Figure 1. Sequential cells colored by netlist name (run 1).
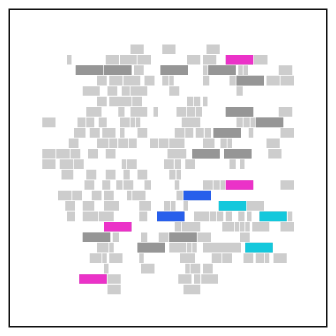
Figure 2. Clock network drawn from the DEF (run 1).
Scale bar: 20 um.
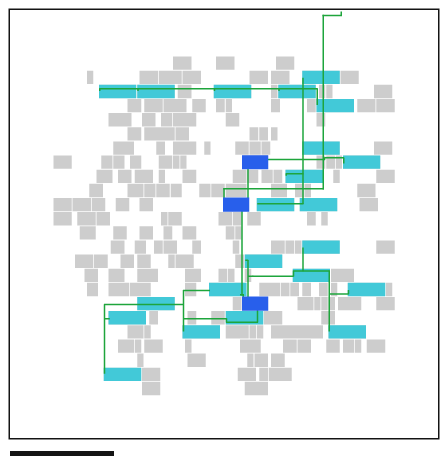
Figure 3. Clock wiring as the flow saved it (run 1).
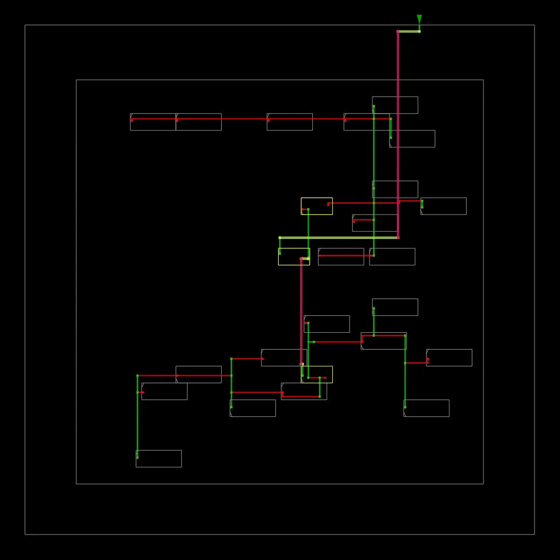
## config.mk

```make
export PLATFORM = sky130hd
export DESIGN_NAME = cu_decode_stage
export DESIGN_NICKNAME = d
export VERILOG_FILES = /design/src/rtl/cu_decode_stage.sv
export SDC_FILE = /design/constraint.sdc
export NUM_CORES = 1
export LEC_CHECK = 0
export CELL_PAD_IN_SITES_DETAIL_PLACEMENT = 0
export CELL_PAD_IN_SITES_GLOBAL_PLACEMENT = 1
export CORE_MARGIN = 8
export CORE_UTILIZATION = 28
export DETAILED_ROUTE_END_ITERATION = 7
export GPL_ROUTABILITY_DRIVEN = 0
export PLACE_DENSITY_LB_ADDON = 0.1
export SKIP_CTS_REPAIR_TIMING = 1
export SYNTH_ARGS = -nofsm -noshare
export SYNTH_HDL_FRONTEND = slang
export SYNTH_SLANG_ARGS = --single-unit
```

## constraint.sdc

```tcl
create_clock -name clk -period 2.4 [get_ports clk]
set_clock_uncertainty 0.2 [all_clocks]
set_input_delay 0.48 -clock clk [delete_from_list [all_inputs] [get_ports clk]]
set_output_delay 0.48 -clock clk [all_outputs]
set_load 0.02 [all_outputs]
```

## src/rtl/cu_decode_stage.sv

```systemverilog
// rtl/cu_decode_stage.sv - decode-stage control unit with one-entry output register and multi-cycle interlock
// Optional illegal-encoding trap output enabled by CU_ILLEGAL_TRAP_EN.
module cu_decode_stage #(
    parameter int INSTR_W  = 32,
    parameter int MUL_LAT  = 2,
    parameter int TRIG_LAT = 4,
    parameter int LAT_W    = 3
) (
    input  logic               clk,
    input  logic               rst,
    input  logic [INSTR_W-1:0] instr,
    input  logic               in_valid,
    output logic               in_ready,
    input  logic               flush,
    output logic               out_valid,
    input  logic               out_ready,
    output logic               pcSrc,
    output logic               regSrcA1,
    output logic               regSrcA2,
    output logic               immSrc,
    output logic               aluSrc,
    output logic               memWrite,
    output logic               memPixWrite,
    output logic               branch,
    output logic               bLink,
    output logic               regWrite,
    output logic               trigControl,
    output logic               flagWrite,
    output logic [3:0]         aluControl,
    output logic [1:0]         memToReg,
    output logic               mc_busy,
    output logic               illegal
);

    typedef struct packed {
        logic       pc_src;
        logic       reg_src_a1;
        logic       reg_src_a2;
        logic       imm_src;
        logic       alu_src;
        logic       mem_write;
        logic       mem_pix_write;
        logic       branch;
        logic       b_link;
        logic       reg_write;
        logic       trig_control;
        logic       flag_write;
        logic [3:0] alu_control;
        logic [1:0] mem_to_reg;
    } ctrl_t;

    logic [1:0] op;
    logic       imm;
    logic [4:0] cmd;
    logic       instr_unused;

    assign op           = instr[INSTR_W-1 -: 2];
    assign imm          = instr[INSTR_W-3];
    assign cmd          = instr[INSTR_W-4 -: 5];
    assign instr_unused = ^instr;

    ctrl_t            dec;
    logic             dec_illegal;
    logic [LAT_W-1:0] dec_lat;

    always_comb begin
        dec         = '0;
        dec_illegal = 1'b0;
        dec_lat     = '0;
        case (op)
            2'b00: begin
                dec.reg_write  = 1'b1;
                dec.mem_to_reg = 2'b01;
                case (cmd)
                    5'd0:  begin dec.reg_write = 1'b0; dec.mem_to_reg = 2'b00; end
                    5'd1:  dec.alu_control = 4'b0101;
                    5'd2:  dec.alu_control = 4'b0100;
                    5'd3:  dec.alu_control = 4'b0001;
                    5'd4:  dec.alu_control = 4'b0010;
                    5'd5:  dec.alu_control = 4'b0011;
                    5'd6:  dec.alu_control = 4'b0000;
                    5'd7:  dec.alu_control = 4'b0111;
                    5'd8:  dec.alu_control = 4'b1000;
                    5'd9:  begin dec.alu_control = 4'b0110; dec_lat = LAT_W'(MUL_LAT - 1); end
                    5'd10: begin
                        dec.alu_control = 4'b0001;
                        dec.flag_write  = 1'b1;
                        dec.reg_write   = 1'b0;
                        dec.mem_to_reg  = 2'b00;
                    end
                    5'd11: begin dec.mem_to_reg = 2'b11; dec_lat = LAT_W'(TRIG_LAT - 1); end
                    5'd12: begin
                        dec.mem_to_reg   = 2'b11;
                        dec.trig_control = 1'b1;
                        dec_lat          = LAT_W'(TRIG_LAT - 1);
                    end
                    default: dec_illegal = 1'b1;
                endcase
                if (imm && cmd != 5'd0) begin
                    dec.alu_src = 1'b1;
                    dec.imm_src = 1'b0;
                end
            end
            2'b01: begin
                dec.alu_src     = 1'b1;
                dec.imm_src     = 1'b1;
                dec.alu_control = 4'b0010;
                case (cmd[1:0])
                    2'b00: dec.reg_write = 1'b1;
                    2'b01: begin dec.mem_write = 1'b1; dec.reg_src_a2 = 1'b1; end
                    2'b10: begin dec.reg_write = 1'b1; dec.mem_to_reg = 2'b10; end
                    default: begin dec.mem_pix_write = 1'b1; dec.reg_src_a2 = 1'b1; end
                endcase
            end
            2'b10: begin
                dec.pc_src     = 1'b1;
                dec.branch     = 1'b1;
                dec.imm_src    = 1'b1;
                dec.alu_src    = 1'b1;
                dec.reg_src_a1 = 1'b1;
                dec.b_link     = cmd[0];
                dec.reg_write  = cmd[0];
            end
            default: dec_illegal = 1'b1;
        endcase
        // Undefined encodings fall back to a plain NOP bundle.
        if (dec_illegal) begin
            dec     = '0;
            dec_lat = '0;
        end
    end

    ctrl_t            ctrl_q;
    logic [LAT_W-1:0] lat_q;
    logic [LAT_W-1:0] cnt;
    logic             accept;
    logic             consume;

    // A held multi-cycle op blocks issue so its successor cannot be accepted before the unit frees.
    assign in_ready = !flush && (cnt == '0) && (!out_valid || (out_ready && lat_q == '0));
    assign accept   = in_valid && in_ready;
    assign consume  = out_valid && out_ready;
    assign mc_busy  = (cnt != '0);

    always_ff @(posedge clk) begin
        if (rst) begin
            ctrl_q    <= '0;
            lat_q     <= '0;
            out_valid <= 1'b0;
            cnt       <= '0;
        end else begin
            if (accept) begin
                ctrl_q    <= dec;
                lat_q     <= dec_lat;
                out_valid <= 1'b1;
            end else if (consume || flush) begin
                out_valid <= 1'b0;
            end
            if (consume) begin
                cnt <= lat_q;
            end else if (cnt != '0) begin
                cnt <= cnt - LAT_W'(1);
            end
        end
    end

`ifdef CU_ILLEGAL_TRAP_EN
    logic illegal_q;
    always_ff @(posedge clk) begin
        if (rst) begin
            illegal_q <= 1'b0;
        end else if (accept) begin
            illegal_q <= dec_illegal;
        end
    end
    assign illegal = illegal_q;
`else
    assign illegal = 1'b0;
`endif

    assign pcSrc       = ctrl_q.pc_src;
    assign regSrcA1    = ctrl_q.reg_src_a1;
    assign regSrcA2    = ctrl_q.reg_src_a2;
    assign immSrc      = ctrl_q.imm_src;
    assign aluSrc      = ctrl_q.alu_src;
    assign memWrite    = ctrl_q.mem_write;
    assign memPixWrite = ctrl_q.mem_pix_write;
    assign branch      = ctrl_q.branch;
    assign bLink       = ctrl_q.b_link;
    assign regWrite    = ctrl_q.reg_write;
    assign trigControl = ctrl_q.trig_control;
    assign flagWrite   = ctrl_q.flag_write;
    assign aluControl  = ctrl_q.alu_control;
    assign memToReg    = ctrl_q.mem_to_reg;

endmodule

```

==> flow_summary.json, run 1 <==
{
  "ys_cells": 154,
  "final_core_util_pct": 43.24,
  "drive_gt1_share_pct": 23.27,
  "hpwl_um": 2727,
  "chipArea_um2": 6775,
  "num-nonclk-buffers": 59,
  "sh_seq_area_pct": 23.72,
  "synth_flops": 22,
  "r2r_slack_ps": 280,
  "hold_viol_final": 0,
  "drc": 0,
  "synthArstFlopShare_pct": 0,
  "p_comb_share_pct": 41.8,
  "inv_count": 7,
  "gr-usage-met3_pct": 1.299,
  "n_antenna_cell": 0,
  "die_height_um": 82.31,
  "p_leak_nw": 0.7059,
  "ys_seq_share_pct": 35.77,
  "clock-root-buffer": "clkbuf_8",
  "fillCellCount": 443,
  "status": "finished clean",
  "design.core.area_um2": 4294,
  "gr-total-overflow": 0,
  "fin_cells": 254,
  "synthTopCellsByCount": "22 x dfxtp_1, 22 x nand2_1, 21 x a21oi_1",
  "comb_cells": 111,
  "cp_slowest_stage_delay_ps": 680,
  "synth_cell_types": 36,
  "grt_util_met2_pct": 16.05,
  "cap_viol_max_count": 0,
  "min-delay-start": "memToReg[0]",
  "rr_worst_depth": 6,
  "buf_share_pct": 28.71,
  "setup_viol": 0
}
Notes on Figure 1 above:
netlist name	color	placed flops
`aluControl`	magenta	4
`lat_q`	blue	2
`cnt`	cyan	3
not colored	13

Notes on Figure 2 above:
[clock wires] green | length: 298 um
[cells driving clock nets] blue | count: 3
[flip-flops] cyan | count: 22
routed clock nets	4

Notes on Figure 3 above:
CTS Buf Count: 3
flop count: 22
clk latency late pin: 260 ps

==> run 1: stage by stage <==
stage	cell area [um^2]	worst slack [ps]
floorplan	1231	184.3
CTS	1790	-551.1
finish	1857	229.0
detailed placement	1749	-551.1
global placement	1749	-497.9
global route	1857	98.71
==> run 1: worst max path at each step <==
stage / to / slack [ps] / cells after the start
global route: memToReg[1] / 100 / 8
finish: out_valid / 230 / 1
CTS: in_ready / -550 / 4
floorplan: regWrite / 180 / 9
detailed placement: in_ready / -550 / 4
global placement: in_ready / -500 / 4
==> run 1: cells by family (layout without fill, tap and decap cells) <==
logic type / after synthesis / after routing / share of synthesized area [%]
compound gates: 39 / 39 / 20.02
xor+xnor: 2 / 2 / 1.423
fa+ha+maj: 6 / 6 / 6.097
buf+inv: 21 / 69 / 7.419
flops: 22 / 22 / 35.77
mux: 2 / 2 / 1.626
other cells: 1 / 1 / 0.3046
simple gates: 61 / 61 / 27.34
==> run 1: state kept, by name (all words and copies together), names as in the netlist <==
register / cells
aluControl: 4
aluSrc: 1
bLink: 1
cnt: 3
flagWrite: 1
immSrc: 1
lat_q: 2
memPixWrite: 1
memToReg: 2
memWrite: 1
out_valid: 1
pcSrc: 1
regSrcA2: 1
regWrite: 1
trigControl: 1
==> run 1: layout by cell type (no fill, tap or decap), types with 2 or more instances in the layout <==
cell type	count
nand3_1	6
a21oi_1	19
dfxtp_1	22
inv_1	7
clkdlybuf4s50_1	30
nand2_1	21
buf_6	2
or3b_2	4
a31oi_1	2
o21ai_0	2
or3_1	2
ha_1	6
a21oi_2	2
nand4_1	2
nand3b_1	7
o211ai_1	5
clkbuf_8	3
a211oi_1	2
mux2i_1	2
nand2b_1	2
nor2_1	5
dlymetal6s2s_1	2
or2_2	3
buf_4	24
--- run 2 (diff from run 1) ---
- CAP_MARGIN: default -> 40
Figure 4. Ports around the boundary (run 2).
Pins as bars across the die edge, other pins in gray.
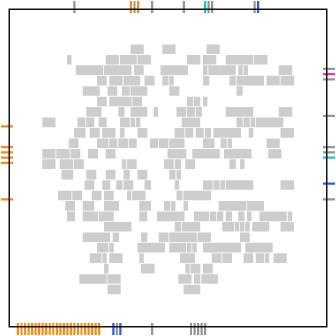
port	color	pins	direction	edge
`regSrcA1`	magenta	1	output	right
`aluControl`	blue	4	output	2 bottom, 1 right, 1 top
`memToReg`	cyan	2	output	1 top, 1 right
`instr`	orange	32	input	24 bottom, 6 left, 2 top
all pins by edge	33 bottom, 11 top, 9 right, 6 left
Die Ht: 82.31 um
Port Buffers: 33
DIE WIDTH: 82.31 um

Figure 5. Clock wiring as the flow saved it (run 2).
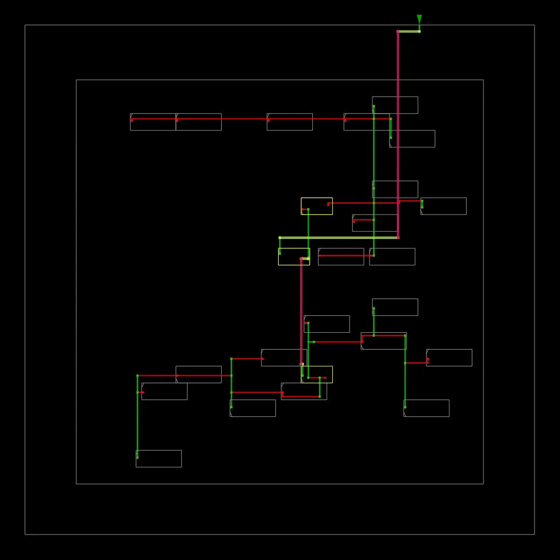
clock sinks: 22
clkbuf count: 3

==> run 2 against run 1 <==
- non-clock buffer count is the same
- die size is the same
- clock power is essentially flat
- synthesized cell count is the same
- power is the same
- synthesized area is the same
- critical path depth is the same
- largest power group unchanged
==> flow_summary.json, run 2 <==
{
  "drc": 0,
  "chipArea_um2": 6775,
  "p_leak_nw": 0.7059,
  "synth_cell_types": 36,
  "cp_slowest_stage_delay_ps": 680,
  "synthTopCellsByCount": "22 x dfxtp_1, 22 x nand2_1, 21 x a21oi_1",
  "numCtsBuffers": 3,
  "hpwl_um": 2727,
  "gr-total-overflow": 0,
  "final_layout_top_logic_cell": "clkdlybuf4s50_1",
  "lay_top_cells": "30 x clkdlybuf4s50_1, 24 x buf_4, 22 x dfxtp_1",
  "drive_gt1_share_pct": 23.27,
  "final_core_util_pct": 43.24,
  "clock-root-buffer": "clkbuf_8",
  "pre_cts_slack_ps": -551.1,
  "fin_area_um2": 1857,
  "worst_slack_ps": 229.0,
  "min-delay-start": "memToReg[0]",
  "synthArstFlopShare_pct": 0,
  "rr_worst_depth": 6,
  "ys_cells": 154,
  "worstSkewPairLatency_ps": 260,
  "ys_seq_share_pct": 35.77,
  "status": "finished clean",
  "cap_viol_max_count": 0,
  "setup_viol": 0
}
run 2: per-layer routing:
layer	up-vias	track usage, %	share of wire (%)
met5	-	0	0
met4	0	4.561	1.5
met3	4	1.299	4.0
met2	25	16.05	45
met1	559	12.99	49
li1	640	-	-
run 2: final cells by class:
| class | count | share of cell area, % |
|---|---|---|
| clock buffers | 3 | 2.224 |
| inverters | 7 | 1.415 |
| multi-input cells | 111 | 40.43 |
| flip-flops and latches | 22 | 23.72 |
| well taps | 52 | 3.504 |
| repair buffers | 59 | 28.71 |
run 2: power by group:
part | leakage [nW] | switching [W] | total [W] | internal, W
Sequential | 0.178 | 0.0000179 | 0.000412 | 0.000394
Clock | 0.0216 | 0.000113 | 0.000225 | 0.000112
Combinational | 0.506 | 0.000237 | 0.000457 | 0.000220
Total | 0.706 | 0.000369 | 0.00109 | 0.000726
run 2: cell families (layout without fill, tap and decap cells):
kind of cell | Yosys count | after routing | synth area share, %
AND-OR/OR-AND | 39 | 39 | 20.02
XOR/XNOR | 2 | 2 | 1.423
adder cells (fa/ha/maj) | 6 | 6 | 6.097
buffers and inverters | 21 | 69 | 7.419
flip-flops | 22 | 22 | 35.77
multiplexers | 2 | 2 | 1.626
other | 1 | 1 | 0.3046
AND/OR/NAND/NOR | 61 | 61 | 27.34
run 2: worst max path at each step:
| stage | slack (ps) | cells past startpoint | endpoint | start |
|---|---|---|---|---|
| after floorplan | 180 | 9 | regWrite | cnt[0] |
| after global placement | -500 | 4 | in_ready | out_ready |
| after detailed placement | -550 | 4 | in_ready | out_ready |
| after CTS | -550 | 4 | in_ready | out_ready |
| after global routing | 100 | 8 | memToReg[1] | instr[30] |
| final | 230 | 1 | out_valid | out_valid |
No activity file was given, so power comes from the tool's default toggle rates.
